Figure 1. PDN straps and rails.
Bar = 20 microns. Pins as bars on the die edge.
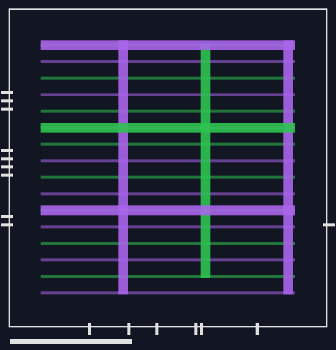
Figure 2. Placement by cell class.
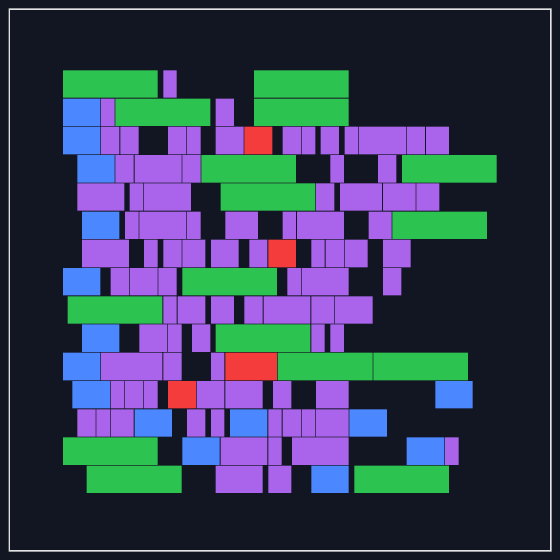
Figure 3. Clock wires, drivers and flops.
Bar = 20 microns.
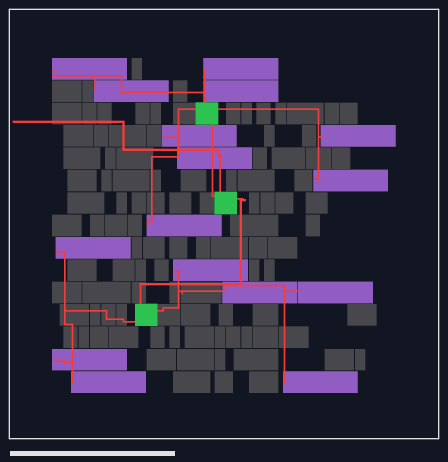
--- config.mk ---
export PLATFORM = sky130hd
export DESIGN_NAME = gate_test_sequencer
export DESIGN_NICKNAME = d
export VERILOG_FILES = /design/src/rtl/gate_test_sequencer.sv
export SDC_FILE = /design/constraint.sdc
export NUM_CORES = 1
export LEC_CHECK = 0
export CAP_MARGIN = 20
export CORE_MARGIN = 5
export CORE_UTILIZATION = 55
export DETAILED_ROUTE_END_ITERATION = 10
export PLACE_DENSITY = 0.85
export REMOVE_ABC_BUFFERS = 1
export SLEW_MARGIN = 30
export SYNTH_ARGS = -nofsm -noshare
export SYNTH_HDL_FRONTEND = slang
export SYNTH_SLANG_ARGS = --single-unit
--- constraint.sdc ---
create_clock -name clk -period 4.3 [get_ports clk]
set_input_delay 0.645 -clock clk [delete_from_list [all_inputs] [get_ports clk]]
set_output_delay 0.645 -clock clk [all_outputs]
set_load 0.03 [all_outputs]
--- src/rtl/gate_test_sequencer.sv ---
// Clocked stimulus/checker for a 2-input gate cell: steps {a,b} through 00..11,
// holds each vector for SETTLE_CYCLES, samples c and scores it against TRUTH.
module gate_test_sequencer #(
  parameter int unsigned SETTLE_CYCLES = 4,
  parameter logic [3:0]  TRUTH         = 4'b1000
) (
  input  logic       clk,
  input  logic       rst,
  input  logic       start,
  input  logic       c,
  output logic       a,
  output logic       b,
  output logic       busy,
  output logic       done,
  output logic       pass,
  output logic [2:0] err_count,
  output logic [3:0] fail_vec
);

  typedef enum logic [1:0] {
    IDLE   = 2'd0,
    SETTLE = 2'd1,
    SAMPLE = 2'd2,
    DONE   = 2'd3
  } state_t;

  localparam logic [3:0] CNT_LAST = 4'(SETTLE_CYCLES - 1);

  state_t     state_q, state_d;
  logic [1:0] idx_q, idx_d;
  logic [3:0] cnt_q, cnt_d;
  logic       a_q, a_d;
  logic       b_q, b_d;
  logic       done_q, done_d;
  logic [2:0] err_count_q, err_count_d;
  logic [3:0] fail_vec_q, fail_vec_d;

  always_ff @(posedge clk or posedge rst) begin
    if (rst) begin
      state_q     <= IDLE;
      idx_q       <= 2'd0;
      cnt_q       <= 4'd0;
      a_q         <= 1'b0;
      b_q         <= 1'b0;
      done_q      <= 1'b0;
      err_count_q <= 3'd0;
      fail_vec_q  <= 4'd0;
    end else begin
      state_q     <= state_d;
      idx_q       <= idx_d;
      cnt_q       <= cnt_d;
      a_q         <= a_d;
      b_q         <= b_d;
      done_q      <= done_d;
      err_count_q <= err_count_d;
      fail_vec_q  <= fail_vec_d;
    end
  end

  always_comb begin
    state_d     = state_q;
    idx_d       = idx_q;
    cnt_d       = cnt_q;
    a_d         = a_q;
    b_d         = b_q;
    done_d      = done_q;
    err_count_d = err_count_q;
    fail_vec_d  = fail_vec_q;

    case (state_q)
      IDLE, DONE: begin
        // start while busy never reaches here, so it is ignored by construction
        if (start) begin
          idx_d       = 2'd0;
          a_d         = 1'b0;
          b_d         = 1'b0;
          cnt_d       = 4'd0;
          err_count_d = 3'd0;
          fail_vec_d  = 4'd0;
          done_d      = 1'b0;
          state_d     = SETTLE;
        end
      end
      SETTLE: begin
        cnt_d = cnt_q + 4'd1;
        if (cnt_q == CNT_LAST) begin
          state_d = SAMPLE;
        end
      end
      SAMPLE: begin
        // Case inequality so an undriven or floating c scores as a mismatch
        if (c !== TRUTH[idx_q]) begin
          fail_vec_d[idx_q] = 1'b1;
          err_count_d       = err_count_q + 3'd1;
        end
        if (idx_q == 2'd3) begin
          done_d  = 1'b1;
          state_d = DONE;
        end else begin
          idx_d      = idx_q + 2'd1;
          {a_d, b_d} = idx_q + 2'd1;
          cnt_d      = 4'd0;
          state_d    = SETTLE;
        end
      end
      default: state_d = IDLE;
    endcase
  end

  assign a         = a_q;
  assign b         = b_q;
  assign busy      = (state_q == SETTLE) || (state_q == SAMPLE);
  assign done      = done_q;
  assign pass      = done_q && (err_count_q == 3'd0);
  assign err_count = err_count_q;
  assign fail_vec  = fail_vec_q;

endmodule

==> impl_metrics.csv <==
group,metric,value,unit
outcome,outcome,"completed",
sta,setup_slack,1.74,ns
global_routing,met3_usage,4.01,%
pwr,power_leader,"combinational logic",
critical_path,cp_common_cell,"inv_1",
global_routing,grt.total_usage,17.7,%
pwr,power.switching,249,uW
cts,cts.clk_slew.worst_paths,0.10,ns
placement,io_buffer_count,15,
synthesis,ys_sh_adder,14.2,%
synthesis,topCellsByArea,"dfrtp_1, ha_1, a21oi_1, o21ai_0, nand2_1",
cts,ctsResizeCount,0,
layout,nets,138,
drt,post_drt_wl_per_cell,13.5,microns
critical_path,criticalPathCategory,"flop to primary output",
placement,place.gp.congestion,0.755,
global_routing,grt_util_met2,30.8,%
global_routing,antenna_found_initial,0,
sta,finalCriticalPeriod,2.56,ns
layout,fill_cells,131,
sta,fmax,391,MHz
pwr,p_int,338,uW
pwr,p_sw_share,42.4,%
critical_path,cp_max_fo,7,
pwr,p_per_area,496,mW/mm^2
synthesis,avgSynthCellArea,9.34,sq um
min_path,hold-path-cell-count,1,
critical_path,reg2regPathDepth,6,
sta,clock_skew,0.00231,ns
critical_path,worst_r2r_endpoint,"cnt_q[2]",
cts,cts-root-buf,"clkbuf_4",
synthesis,yosys.area_share.xor_xnor,1.68,%
layout,buf_share,12.7,%
placement,place_hpwl,1490,microns
layout,largest_class,"multi-input combinational cells",
synthesis,common_cells,"dfrtp_1, ha_1, a21oi_1, nand2_1, o21ai_0",
layout,lay_top_cells,"dfrtp_1, clkdlybuf4s50_1, ha_1",
cts,cts.sinks,16,
global_routing,grt_pass1_vias,857,
global_routing,grt_max_degree,17,
pwr,combPwrFrac,47.1,%
synthesis,yosysTopAreaCellShare,41.2,%
sta,setup_viol,0,
drt,drc,0,
drt,drtIter0Drc,19,
drt,wl_met1,897,microns
critical_path,cp-start-kind,"flop",
-- Figure 1 (at the start) --
- green: VDD
- purple: VSS
- rows: 15
- met1 rails: 16
- signal pins: 16
- met4 straps: 3
- met5 straps: 3

-- Figure 2 (at the start) --
- red: clock drivers and dummy loads (cells 4; share of their area 3.1%)
- blue: remaining buffers and delay cells (cells 15; share of their area 13%)
- purple: combinational and other logic (cells 87; share of their area 49%)
- green: sequential cells (cells 16; share of their area 35%)

-- Figure 3 (at the start) --
- red: clock wires (length 215 microns)
- green: clock drivers (count 3)
- purple: flip-flops (count 16)
- routed clock nets: 4

Power is estimated from default activity; no workload was simulated.
